Run 1, clock nets:
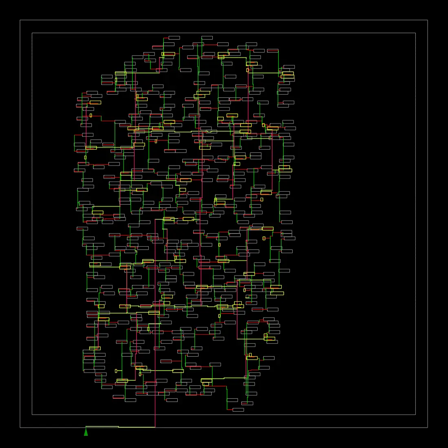
Run 1, M1 wires:
Supply wires on this layer in gray. Cells faint in the background.
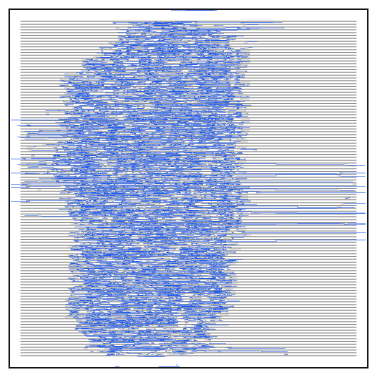
Run 1, cells by drive strength:
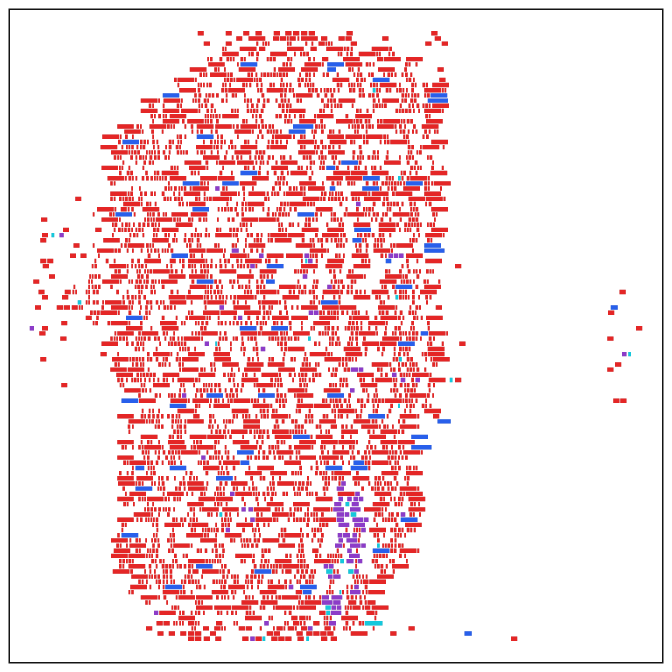
==> config.mk <==
export PLATFORM = sky130hd
export DESIGN_NAME = regfile_mp
export DESIGN_NICKNAME = d
export VERILOG_FILES = /design/src/rtl/regfile_mp.sv
export SDC_FILE = /design/constraint.sdc
export NUM_CORES = 1
export LEC_CHECK = 0
export ABC_AREA = 1
export CAP_MARGIN = 5
export CORE_MARGIN = 10
export CORE_UTILIZATION = 25
export DETAILED_ROUTE_END_ITERATION = 6
export GPL_TIMING_DRIVEN = 1
export SETUP_SLACK_MARGIN = 0.2
export SYNTH_ARGS = -nofsm -noshare
export SYNTH_HDL_FRONTEND = slang
export SYNTH_SLANG_ARGS = --single-unit
==> constraint.sdc <==
create_clock -name clk -period 16 [get_ports clk]
set_input_delay 2.4 -clock clk [delete_from_list [all_inputs] [get_ports clk]]
set_output_delay 2.4 -clock clk [all_outputs]
set_load 0.05 [all_outputs]
==> datasheet_impl.txt <==
Physical design parameters

Parameter                              Value

Route
  Iteration tally of the first detailed-router pass    6
  Detailed-route wire length on metal 1    46,170 microns
  Sum of met2 wire segment lengths after detailed routing    just over 50,000 microns
  Top Metal Used    met5
  Vias after detailed routing    between 20k and 30k
  Tally of nets with antenna violations remaining after routing    0
  Via density per instance    5.087

Cells and area
  Most instantiated logic cells after routing    nand2_1 (1,440), nand3_1 (798), inv_1 (461)
  Share of post-route cells with drive strength above 1    0.04565
  Utilization after layout    0.2902
  Max reg flops    420
  Highest-count logic cell in the final layout    nand2_1
  Final Instance Count excl. Fillers    around 5.3k

Place
  Total placed instance area    ~28,000 sq um
  Instance count after placement with tap cells included    between 5k and 6k
  Worst slack at placement    7.530 ns
  Routability Congestion    0.8423

Global routing
  Met2 capacity usage during global routing    0.2917
  Vias in the first global route    25.11k
  Combined global-route utilization of all metal layers    0.1865
  Global-route wire length before repair    168,500 microns
  Grt peak-use layer    met2
  Met3 usage    0.03956
  Pin count of the biggest net entering global routing    about 160
  Remaining global-route overflow    0
  Antenna violations before repair    5

Final timing
  Upper clock frequency limit    roughly 120 MHz
  Final critical-path share of the clock period    0.5326
  RSZ-0062 raised after global routing    no
  Max transition margin    0.1685
  Worst-margin pin slew    1.244 ns
  Clock period minus final worst setup slack    ~8.5 ns
  Sum of negative setup slack    0 ns
  Fin. Hold Viols    0
  Max Slew Vio Count    0

Critical path
  Cell-by-cell trace of the critical path    buf_6 -> inv_6 -> buf_4 -> nor2_4 -> buf_4 -> nand2_1 -> nand3_1 -> nand3_1 -> nand2_1 -> clkdlybuf4s50_1
  Type of origin of the critical path    input pin
  Biggest fanout along the worst timing path    124
  Required arrival time at the worst endpoint    13.60 ns
  Worst Setup End Kind    output port
  Slowest stage cell, crit path    clkdlybuf4s50_1
  Worst stage delay on the critical path    0.85 ns
  CP arrival    6.12 ns
  Critical Setup Path Class    in -> out
  R2r worst-path depth    5

Logic synthesis
  Synth Cell Area    approximately 26,000 sq um
  Synth Warn #    29
  Sequential element share of the synthesized area    0.4229
  Total nets after synthesis    4,021
  Area figure in the yosys stat output    26,040 sq um
  Main logic family    simple AND/OR/NAND/NOR gates
  Synthesized netlist cell count    3,938
  XOR/XNOR share of the synthesized area    0.0003364
  Fraction of the mapped netlist area in adder cells    0.001922
  Unique cell types    25

Hold path
  Number of cells on the worst hold path    2
  Worst Hold Class    reg -> reg

Run status
  Run status    complete, no violations

Pwr
  Power dissipated in the clock network    1.16 mW
  Top Consumer    sequential cells
  Sequential cell power    1.65 mW
  Clock group share of total power    0.264
  Reported net switching power    1.752 mW
  Switching share of power    0.3985
  Power density cells    146.4 nW/um^2
  P_int    2.644 mW
  Total power of the final layout    approximately 4.4 mW

Clocking
  Clock transition at the registers of the reported paths    0.05 ns
  Post-CTS Resized    0
  Htree depth    2
  Setup bufs post-CTS    0
  Max clock buf depth    3
  CTS tree    done
  Clock root buffer    clkbuf_16
  CTS Hold Buffers Added    0

Flow run
  Tool warnings    38

Die
  Core footprint    between 100,000 and 150,000 sq um
  Initial standard-cell utilization of the core    0.2516
  Area of the die    117,500 sq um
Back to the opening pictures, 'clock nets':
number of buffers added by the clock tree synthesis step: 48
skew final: 0.02776 ns
clock latency on the worst-skew pair: 0.62 ns
count of sequential standard cells: 440
Sinks on Clock Net: 440

Back to the opening pictures, 'M1 wires':
- share of all routed wire: 41%
- wire length on this layer: 46.2 mm
- longest straight run: 125 microns
total wire length: 113,800 microns
GR Layer Usage met1: 0.2427

Back to the opening pictures, 'cells by drive strength':
- x6 and larger: blue (cells 68)
- x1 and smaller: red (cells 3,742)
- x2: cyan (cells 25)
- x3 and x4: purple (cells 86)
Finished Cell Area: 30,040 sq um
area added between synthesis and finish: 15.35%
worst-case setup margin in the final layout: 7.478 ns
Buffers excl. clock: 196

run 1: logic make-up (layout without fill, tap and decap cells):
kind of cell | after synthesis | in the layout
simple gates | 2272 | 2272
buf+inv | 765 | 748
compound gates | 456 | 456
flops | 440 | 440
fa+ha+maj | 4 | 4
xor+xnor | 1 | 1
other cells | 0 | 1
run 1: final cells by class:
type	instances	area [sq um]
Clock buffer	71	1400
Multi-Input combinational cell	2733	12140
Antenna cell	1	2.502
Tap cell	1380	1727
Sequential cell	440	11010
Fill cell	11169	73460
Timing Repair Buffer	196	1802
Clock inverter	11	168.9
Inverter	470	1784
run 1: critical path, delay by kind of cell:
family	cells	cell delay, ns
and+or+nand+nor	5	0.69
buffers and inverters	5	2.96
run 1: cell usage after synthesis:
| cell | instances | share of area |
|---|---|---|
| a21oi_1 | 1 | 0.00019 |
| a22o_1 | 1 | 0.00034 |
| buf_1 | 46 | 0.0066 |
| buf_2 | 101 | 0.019 |
| buf_4 | 3 | 0.00086 |
| buf_6 | 3 | 0.0013 |
| clkbuf_1 | 119 | 0.017 |
| clkbuf_2 | 23 | 0.0044 |
| clkinv_1 | 4 | 0.00058 |
| dfrtp_1 | 439 | 0.42 |
| dfstp_2 | 1 | 0.0010 |
| ha_1 | 4 | 0.0019 |
| inv_1 | 464 | 0.067 |
| inv_2 | 2 | 0.00029 |
| nand2_1 | 1440 | 0.21 |
| nand2_2 | 1 | 0.00024 |
| nand3_1 | 799 | 0.15 |
| nor2_1 | 17 | 0.0025 |
| nor2_2 | 4 | 0.00096 |
| nor2_4 | 10 | 0.0043 |
| o21ai_0 | 416 | 0.080 |
| o21ai_1 | 37 | 0.0071 |
| o21ai_2 | 1 | 0.00034 |
| or2_2 | 1 | 0.00024 |
| xor2_1 | 1 | 0.00034 |
No activity file was given, so power comes from the tool's default toggle rates.
